Fig. 1: run 1, routing congestion
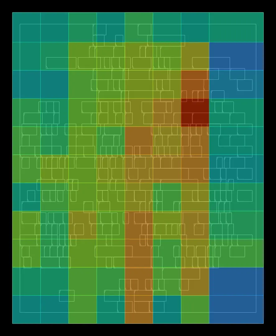
Fig. 2: run 1, where the registers sit
Bar = 20 microns.
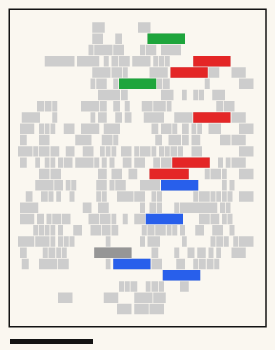
Fig. 3: run 1, logic cells by family
Bar = 20 microns.
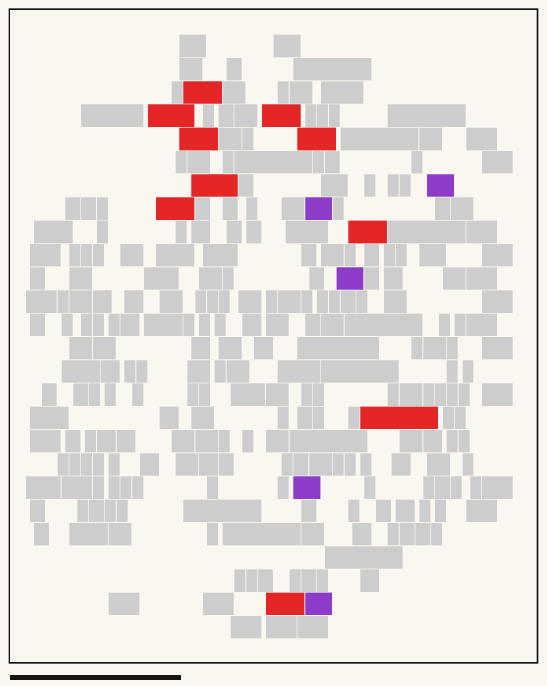
Design simon_sequencer, sky130hd; sources not shown.
==> run notes <==
Results of the full flow below.

Synth:
- The synthesized design spends more area on one cell type than any other, namely sky130_fd_sc_hd__dfrtp_1.
- The run gives the fraction of registers with async set/reset as 1.00.
- The run gives the basic-gate share of the synthesized area counting and, or, nand and nor cells as 0.400.
- The run puts the count of flip-flops with a built-in enable after synthesis at 0.
- The run puts the number of cells in Yosys stat at between 150 and 200.
- The run gives the register bit count reported by yosys as 12.
- Grouping non-sequential cells by family puts the most area in simple AND/OR/NAND/NOR gates.
- The run gives the number of nets in the synthesized netlist as between 200 and 250.
- The run gives the number of cells produced by synthesis as 196.
- The run gives the multiplexer share of the synthesized area as 0.
- The run gives the average cell area after synthesis as 6.36 sq um.
- The run gives the area reported by Yosys stat as between 1000 and 1500 sq um.
- For reference, the top cells by count after synthesis are sky130_fd_sc_hd__nand2_1, sky130_fd_sc_hd__inv_1, sky130_fd_sc_hd__nand3_1.
- The run puts the xor-xnor portion of the synthesized cell area at 0.0351.
- The run puts the tally of yosys warning messages at 6.
- Among all flip-flop cells after synthesis, the most frequent one is sky130_fd_sc_hd__dfrtp_1.
- The run gives the portion of synthesized cell area occupied by the leading cell type as 0.241.
- By area the synthesized netlist is led by sky130_fd_sc_hd__dfrtp_1, sky130_fd_sc_hd__nand2_1, sky130_fd_sc_hd__ha_1.
- The run puts the count of different cell masters after synthesis at 26.
- Of the total synthesized cell area, the portion taken by AND-OR and OR-AND cells is 0.0633.
- The run gives the netlist area before placement as 1250 sq um.
- The run puts the adder-cell area share of the yosys netlist at 0.100.
- The run gives the proportion of synthesized chip area in sequential cells as 0.241.

Clocking:
- The run puts the number of hold buffers added after CTS at 0.
- The run puts the number of post-CTS setup repair buffers at 2.
- The run puts the clock net sink count at 12.
- The run gives the root cell of the clock tree as sky130_fd_sc_hd__clkbuf_8.
- The skew report gives the latency at the later pin of the worst-skew pair as approximately 240 ps.
- Post-CTS repair ended up resizing 22 cells.
- The run gives the count of H-tree levels built during CTS as 1.
- The run puts the CTS buffer count at 3.
- Per the post-CTS timing run, clock transition at the registers of the reported paths is ~50 ps.
- TritonCTS built the clock tree.

Cells and area:
- The run puts the layout net count at 286.
- The run puts the fill cell total of the finished layout at approximately 450.
- The run puts the number of non-clock inverters at 35.
- By area, the class that comes first in the final layout consists of multi-input combinational cells.
- Leaving out fill and tap cells, the most frequent cells in the layout are sky130_fd_sc_hd__nand2_1, sky130_fd_sc_hd__buf_4, sky130_fd_sc_hd__inv_1, sky130_fd_sc_hd__clkdlybuf4s50_1, sky130_fd_sc_hd__nand3_1.
- Per the layout area report, the combinational gate area comes to 781 sq um.
- The run puts the layout clock buffer count at 4.
- By instance count after routing, the leading logic cell type is sky130_fd_sc_hd__nand2_1.
- The run puts the post-route standard cell area excluding fillers at roughly 2000 sq um.
- The run puts the buffer share of cell area at 0.319.
- The final design was reported to hold multi-input combinational gates totalling between 100 and 150.
- The run gives the fraction of final layout cells sized beyond drive strength 1 as 0.337.
- The run gives the total of plain and repair buffers excluding clock buffers as approximately 73.
- The run gives the flip-flop and latch count as 12.
- The register with the most flip-flops in the layout has 5 of them.
- The layout report lists the clock-cell share of area as 0.0230.
- The run puts the count of inserted antenna diode cells at 0.

Pwr:
- The power report attributes to the combinational group a share of 0.734.
- The power report puts the leakage power at 1.09 nW.
- The run gives the switching power as a share of total power as 0.425.
- The run gives the part of the total power dissipated in sequential elements as 0.176.
- The run gives the switching component of the power as between 1 and 1.5 mW.
- The run puts the power in combinational cells at roughly 2.1 mW.
- The run gives the power density relative to cell area as approximately 1400 nW/um^2.
- Clock network power for this build is roughly 0.25 mW.
- The run puts the internal power summed over all cells at 1.61 mW.
- The run puts the clock network fraction of design power at 0.090.
- VDD sags by at most 0.000582 V.
- The run gives the total power after layout as about 2.8 mW.
- The dominant power group in this design is combinational cells.

Global route:
- The run gives the global routing usage on met3 as 0.0153.
- The number of global-route vias before repair is 1237.
- On met2, the global router reports a usage of 0.252.
- The run puts the number of antenna violations at the first check in global routing at 0.
- The run puts the overall track demand over capacity in global routing at 0.148.
- The run gives the largest net degree at the start of global routing as 13.
- The run gives the overall overflow remaining after global route as 0.
- The run gives the first-pass GRT wire length as 5230 microns.

Floorplan:
- The design received a total of around 56 well taps at floorplan.
- From left edge to right edge, the die measures a little over 60 microns.
- The run puts the y dimension of the die at between 70 and 80 microns.
- The total area inside the core boundary comes to about 4100 sq um.
- The run gives the number of rows in the core area as 26.
- In the floorplan report the effective utilization is 0.304.
- 37 I/O pins were placed.

Timing:
- The run puts the post-route clock skew at slightly above 0.9 ps.
- The run gives the worst setup margin as slightly below 30 ps.
- The run puts the total count of max-transition violations in the final report at 0.
- The run gives the worst-case headroom to the max-slew limit as 0.842.
- The run puts the final-report hold violation count at 0.
- The run puts the period utilization at 0.984.
- The run gives the final critical path time including I/O delays and setup as between 1500 and 2000 ps.
- The flow reports an fmax of ~0.56 GHz.
- The run puts the aggregate negative setup slack at 0 ps.
- The pin closest to its max-slew limit shows a slew of 237 ps.
- The final timing report counts setup violations totalling 0.
- Setup repair after global routing could not meet its margin everywhere.

Drt:
- The run puts the count of unresolved DRC violations after routing at 0.
- The run puts the total iterations of the first detailed-routing run at 4.
- The run gives the ratio of routed vias to standard cells as between 4 and 5.
- Routed signal wires occupy layers up through met4.
- The routed layout has 1337 vias.
- In the detailed route, the total length drawn on met2 is about 1600 microns.
- Per the log, the first TritonRoute iteration ended with a DRC count of 23.
- The count of nets left with antenna violations once routing finished came out at 0.
- The run puts the met1 wire length at about 1300 microns.
- The run gives the total met3 wirelength after detailed routing as ~98 microns.

Job:
- The run puts the number of warnings the tools reported at 34.

Critical path:
- The required time at the worst endpoint is listed as around 2000 ps.
- In this design, the critical path's most frequently occurring cell is sky130_fd_sc_hd__inv_2.
- The run puts the data arrival time of the worst path at about 2000 ps.
- Across all register-to-register paths, the minimum setup slack is just under 30 ps.
- Grouping stages by cell kind, the critical path spends the most delay in simple AND/OR/NAND/NOR gates.
- Measured in cells, the most critical reg-to-reg path has a length of 15.
- The run gives the delay contributed by the slowest stage of the critical path as 400 ps.
- For reference, the critical path cell chain is inv_2 > ha_4 > nand2_2 > inv_2 > nor2_2 > nand3_1 > nor2_2 > nand2_2 > inv_2 > inv_2 > a211oi_2 > nand2_1 > nor2_2 > nand3_1 > nand2_1.
- For this design, the slowest cell found on the critical path is sky130_fd_sc_hd__dfrtp_2.
- The run puts the number of gates on the worst path with buffers counted at 15.
- The run puts the highest net fanout along the worst path at 3.
- The run gives the critical path start-end classification as flop to flop.
- The run puts the buffer and inverter count on the worst path at 4.
- STA classifies the critical path startpoint as a flop.
- STA classifies the critical path endpoint as a flop.

Outcome:
- The run finished with clean final reports.

Placed design:
- The run gives the global placer's final weighted congestion as between 0.7 and 0.8.
- The run gives the count of port buffers added during placement as 36.
- Detailed placement finished with a half-perimeter wire length of roughly 2600 microns.
- The run gives the post-placement setup slack as -508 ps.
- In this run, placement finished with an instance count of 313.

Min path:
- According to the hold report, the worst path is of the flop to flop type.
- The run puts the number of instances on the worst hold path at 2.
-- Fig. 1 (at the start) --
met1 track demand over resource: 0.175
routed len/inst: 9.58 microns

-- Fig. 2 (at the start) --
u_ptr/ptr_o: drawn in blue, sequential cells 4. seq_len: drawn in red, sequential cells 5. state_q: drawn in green, sequential cells 2.
Final Util: 0.478
Seq/total area: 0.154
sequential logic power: 0.494 mW
sequential cell area: 302 sq um

-- Fig. 3 (at the start) --
xor and xnor cells: drawn in purple, cells 5. fa/ha/maj cells: drawn in red, cells 10.
final non-filler cell total: 320
Comb/total area: 0.398

Power and IR drop assume default switching activity.
